==> config.mk <==
export PLATFORM = sky130hd
export DESIGN_NAME = fir_output_sink
export DESIGN_NICKNAME = d
export VERILOG_FILES = /design/src/rtl/fir_output_sink_pkg.sv /design/src/rtl/fir_sink_fifo.sv /design/src/rtl/fir_output_sink.sv
export SDC_FILE = /design/constraint.sdc
export NUM_CORES = 1
export LEC_CHECK = 0
export CAP_MARGIN = 0
export CORE_AREA = 5 5 144 146
export DETAILED_ROUTE_END_ITERATION = 10
export DIE_AREA = 0 0 149 151
export HOLD_SLACK_MARGIN = 0.05
export PLACE_DENSITY = 0.62
export SKIP_LAST_GASP = 1
export SYNTH_ARGS = -nofsm -noshare
export SYNTH_HDL_FRONTEND = slang
export SYNTH_SLANG_ARGS = --single-unit
==> constraint.sdc <==
create_clock -name clk -period 3.2 [get_ports clk]
set_input_delay 0.32 -clock clk [delete_from_list [all_inputs] [get_ports clk]]
set_output_delay 0.32 -clock clk [all_outputs]
set_load 0.05 [all_outputs]
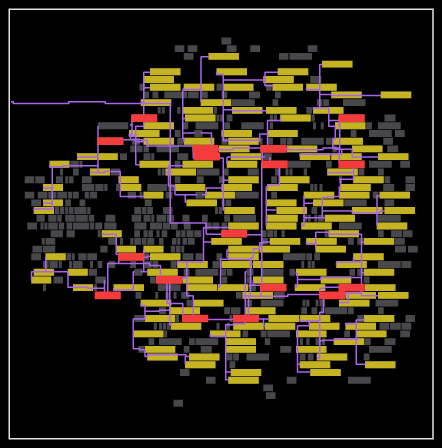
**Above:** run 1 (clock wires, drivers and flops).
[purple] clock wires | length: 1670 um
[red] cells driving clock nets | count: 17
[yellow] flip-flops | count: 146
routed clock nets	18
final clock skew: 0.008039 ns
clock power share: 0.440

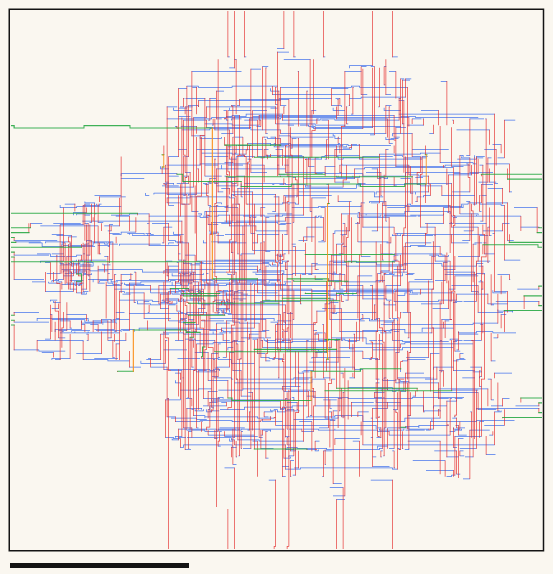
**Above:** run 1 (signal wires by layer).
Bar = 50 um.
colour	layer	wire length
blue	met1	6430 um
green	met3	864 um
orange	met4	117 um
red	met2	7560 um
GRT Util Overall: 0.1422
via count: 3796
Post-Route WL: 14.97 mm
drt wl/cell: 18.86 um

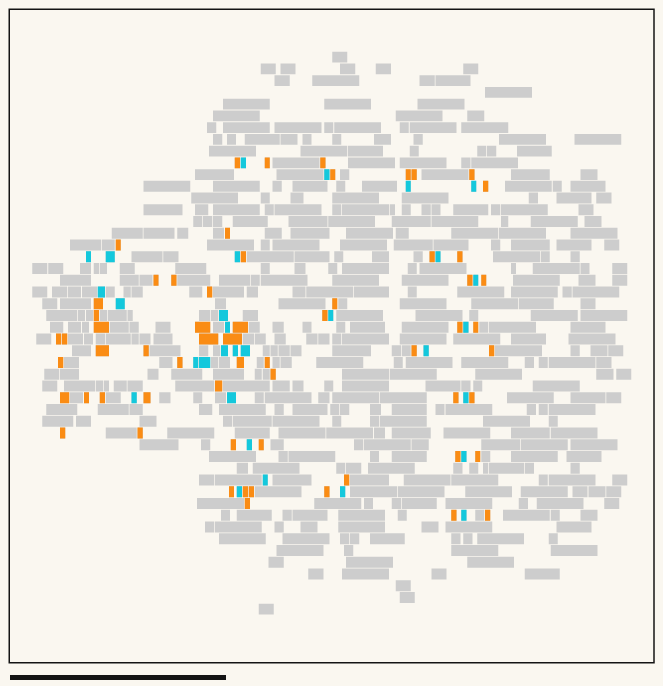
**Above:** run 1 (gate families picked out).
Bar = 50 um.
colour	family	cells	most used
cyan	NAND gates	30	nand2_1
orange	NOR gates	61	nor2_1
Comb area share: 0.2837
final std cells w/o fill: 794
Commonest Layout Cell: edfxtp_1

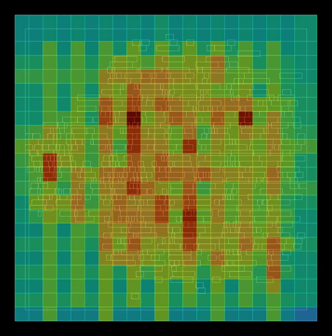
**Above:** run 1 (routing congestion map).
met3 usage: 0.03830
GRT met2 Usage: 0.2467
global-route layer with the greatest usage: met2
met1 Use GR: 0.1798

==> qor.txt, run 1 <==
Worst Setup Start Kind = flop
hold buffer count at cts = 0
Final min period = 2.918 ns
reg-to-reg setup timing slack = 0.36 ns
Placed Area = 7438 um^2
CLK BUF = 17
Pre-antenna DRT Iters = 4
leading area contributor after synthesis = edfxtp_1
yosys cell count = 453
adder-cell share of the synthesized area = 0.01138
total power = 4.212 mW
VDD IR max = 0.0003396 V
max_slew headroom = 0.2640
top-count cell post-synth = edfxtp_1
combinational power = 220 uW
clk_lat worst skew = 0.41 ns
CTS HTree Levels = 4
Post-synth ARST share = 0
fin nets = 542
sw frac = 0.2198
root buffer cell = clkbuf_16
OpenROAD warning count = 27
status = finished, final reports clean
power share of the combinational group = 0.052
net switching power = 925.9 uW
and-or/or-and share of the synthesized area = 0.02049
Slew Limit Fails = 0
antenna violations before repair = 0
Final Worst Setup Slack = 0.2821 ns
Netlist Area Pre-Place = 6596 um^2
number of diodes = 1
Worst Reg-to-Reg Cells = 10
Max clock buf depth = 2
Final Wtd Congestion = 0.8046
met1 WL = 6.432 mm
Simple-Gate Area Share = 0.1590
critical path class = flop to primary output
Tcrit/Tclk final = 0.9119
Slew @ Worst Pin = 1.096 ns
multi-input logic area = 2270 um^2
TritonCTS clock tree = yes
metal2 WL = 7.560 mm
leakage power total = 2.795 nW
sequential power share = 0.508
Worst EP required = 2.88 ns
Power Dens Cells = 526.6 nW/um^2
fin area = 7999 um^2
die height = 151 um
final setup fails = 0
top post-synthesis cells by count = edfxtp_1 (128), and2_1 (94), nor2_1 (50)
YS chip area = 6596 um^2
top cell category = registers
Max-area cell share = 0.5827
vias in the first global route = 4148
delay-heaviest family, CP = buffers and inverters
slowest library cell on the worst path = clkdlybuf4s50_1
number of buffers created by CTS = 17
Syn. warnings = 0
highest metal used = met4
Fill cells = 1780
top comb family, area = simple AND/OR/NAND/NOR gates
crit path cell chain = buf_12 > mux4_2 > mux2_2 > clkdlybuf4s50_1
Die W = 149 um
Placed Cells = 761
flop count = 146
post-CTS setup buffers = 0
Mapped Nets = 480
count of buffers from port buffering = 42
RSZ-0062 raised after global routing = no
Distinct lib cells used = 36
Post-synth EDFFs = 128
clock network area share = 0.06976
seq pwr = 2.14 mW
Top cells by area = edfxtp_1 (58%), mux4_2 (11%), and2_1 (8.9%)
synthesized area per cell = 14.56 um^2
Hold Crit Class = flop to flop
Cell Int Power = 3.286 mW
Top pwr grp = registers
slowest cell delay on critical path = 0.70 ns
Sum Neg Setup Slack = 0 ns
Seq/total area = 0.5257
DRC = 0
hold path cells = 2
Max Cap Violations = 0
max reg flops = 128
pre-CTS setup slack = 0.3966 ns
Register Area = 4205 um^2
**Run 1: placement density heat map**

15 x 15 tiles, from dark blue (low) to red (high), 0 to 100% covered.
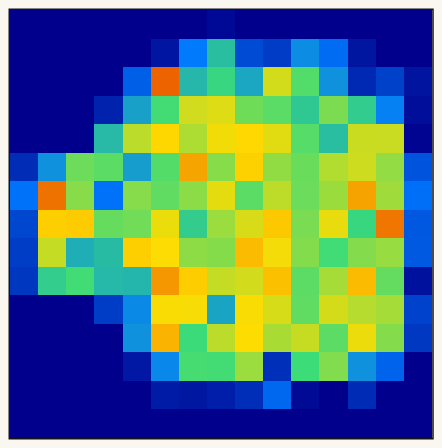

==> run 2, diff against run 1 <==
- CAP_MARGIN: 0 -> 20
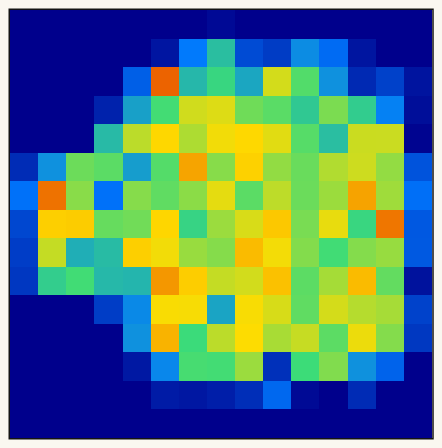
**Above:** run 2 (placement density heat map).
15 x 15 tiles, from dark blue (low) to red (high), 0 to 100% covered.
densest ninth of the die	centre
nearly empty tiles	30%
fullest tile	89%
tiles over 75% full	8.4%
emptiest ninth of the die	south-west
mean over tiles	34%
Core ar.: 19270 um^2
Core Util, Final: 0.4153
fp util: 0.3423

==> run 2 against run 1 <==
Wire length grew 0.23%; first-iteration DRC count shrank 8.4%; critical path depth unchanged; non-clock buffer count is 1 higher; area after synthesis unchanged; critical path type unchanged.
==> qor.txt, run 2 <==
Placed Area = 7438 um^2 (unchanged)
power share of the combinational group = 0.052 (about the same)
CTS HTree Levels = 4 (unchanged)
combinational power = 220 uW (about the same)
VDD IR max = 0.0003391 V (was 0.0003396 V)
count of buffers from port buffering = 42 (unchanged)
pre-CTS setup slack = 0.3966 ns (unchanged)
vias in the first global route = 4148 (unchanged)
seq pwr = 2.14 mW (about the same)
status = finished, final reports clean (unchanged)
Post-Route WL = 15.01 mm (was 14.97 mm)
synthesized area per cell = 14.56 um^2 (unchanged)
Slew @ Worst Pin = 0.7751 ns (was 1.096 ns)
global-route layer with the greatest usage = met2 (unchanged)
DRC = 0 (unchanged)
met1 Use GR = 0.1798 (unchanged)
flop count = 146 (unchanged)
Distinct lib cells used = 36 (unchanged)
Worst EP required = 2.88 ns (about the same)
Slew Limit Fails = 0 (unchanged)
top comb family, area = simple AND/OR/NAND/NOR gates (unchanged)
Worst Reg-to-Reg Cells = 10 (unchanged)
Die W = 149 um (unchanged)
and-or/or-and share of the synthesized area = 0.02049 (unchanged)
Mapped Nets = 480 (unchanged)
Hold Crit Class = flop to flop (unchanged)
slowest cell delay on critical path = 0.70 ns (about the same)
highest metal used = met4 (unchanged)
Fill cells = 1780 (unchanged)
final std cells w/o fill = 795 (was 794)
Pre-antenna DRT Iters = 4 (unchanged)
Max-area cell share = 0.5827 (unchanged)
hold path cells = 2 (unchanged)
GRT Util Overall = 0.1422 (unchanged)
Final Worst Setup Slack = 0.2814 ns (was 0.2821 ns)
Register Area = 4205 um^2 (unchanged)
TritonCTS clock tree = yes (unchanged)
Top cells by area = edfxtp_1 (58%), mux4_2 (11%), and2_1 (8.9%) (unchanged)
Max clock buf depth = 2 (unchanged)
Cell Int Power = 3.287 mW (was 3.286 mW)
CLK BUF = 17 (unchanged)
die height = 151 um (unchanged)
multi-input logic area = 2270 um^2 (unchanged)
Max Cap Violations = 0 (unchanged)
fin area = 8004 um^2 (was 7999 um^2)
drt wl/cell = 18.88 um (was 18.86 um)
Syn. warnings = 0 (unchanged)
Commonest Layout Cell = edfxtp_1 (unchanged)
sequential power share = 0.508 (about the same)
Sum Neg Setup Slack = 0 ns (unchanged)
delay-heaviest family, CP = buffers and inverters (unchanged)
max_slew headroom = 0.4778 (was 0.2640)
Post-synth ARST share = 0 (unchanged)
clk_lat worst skew = 0.41 ns (about the same)
clock power share = 0.439 (was 0.440)
final clock skew = 0.007849 ns (was 0.008039 ns)
Post-synth EDFFs = 128 (unchanged)
Comb area share = 0.2836 (was 0.2837)
GRT met2 Usage = 0.2467 (unchanged)
Top pwr grp = registers (unchanged)
metal2 WL = 7.663 mm (was 7.560 mm)
reg-to-reg setup timing slack = 0.36 ns (about the same)
slowest library cell on the worst path = clkdlybuf4s50_1 (unchanged)
number of buffers created by CTS = 17 (unchanged)
No activity file was given, so power comes from the tool's default toggle rates.
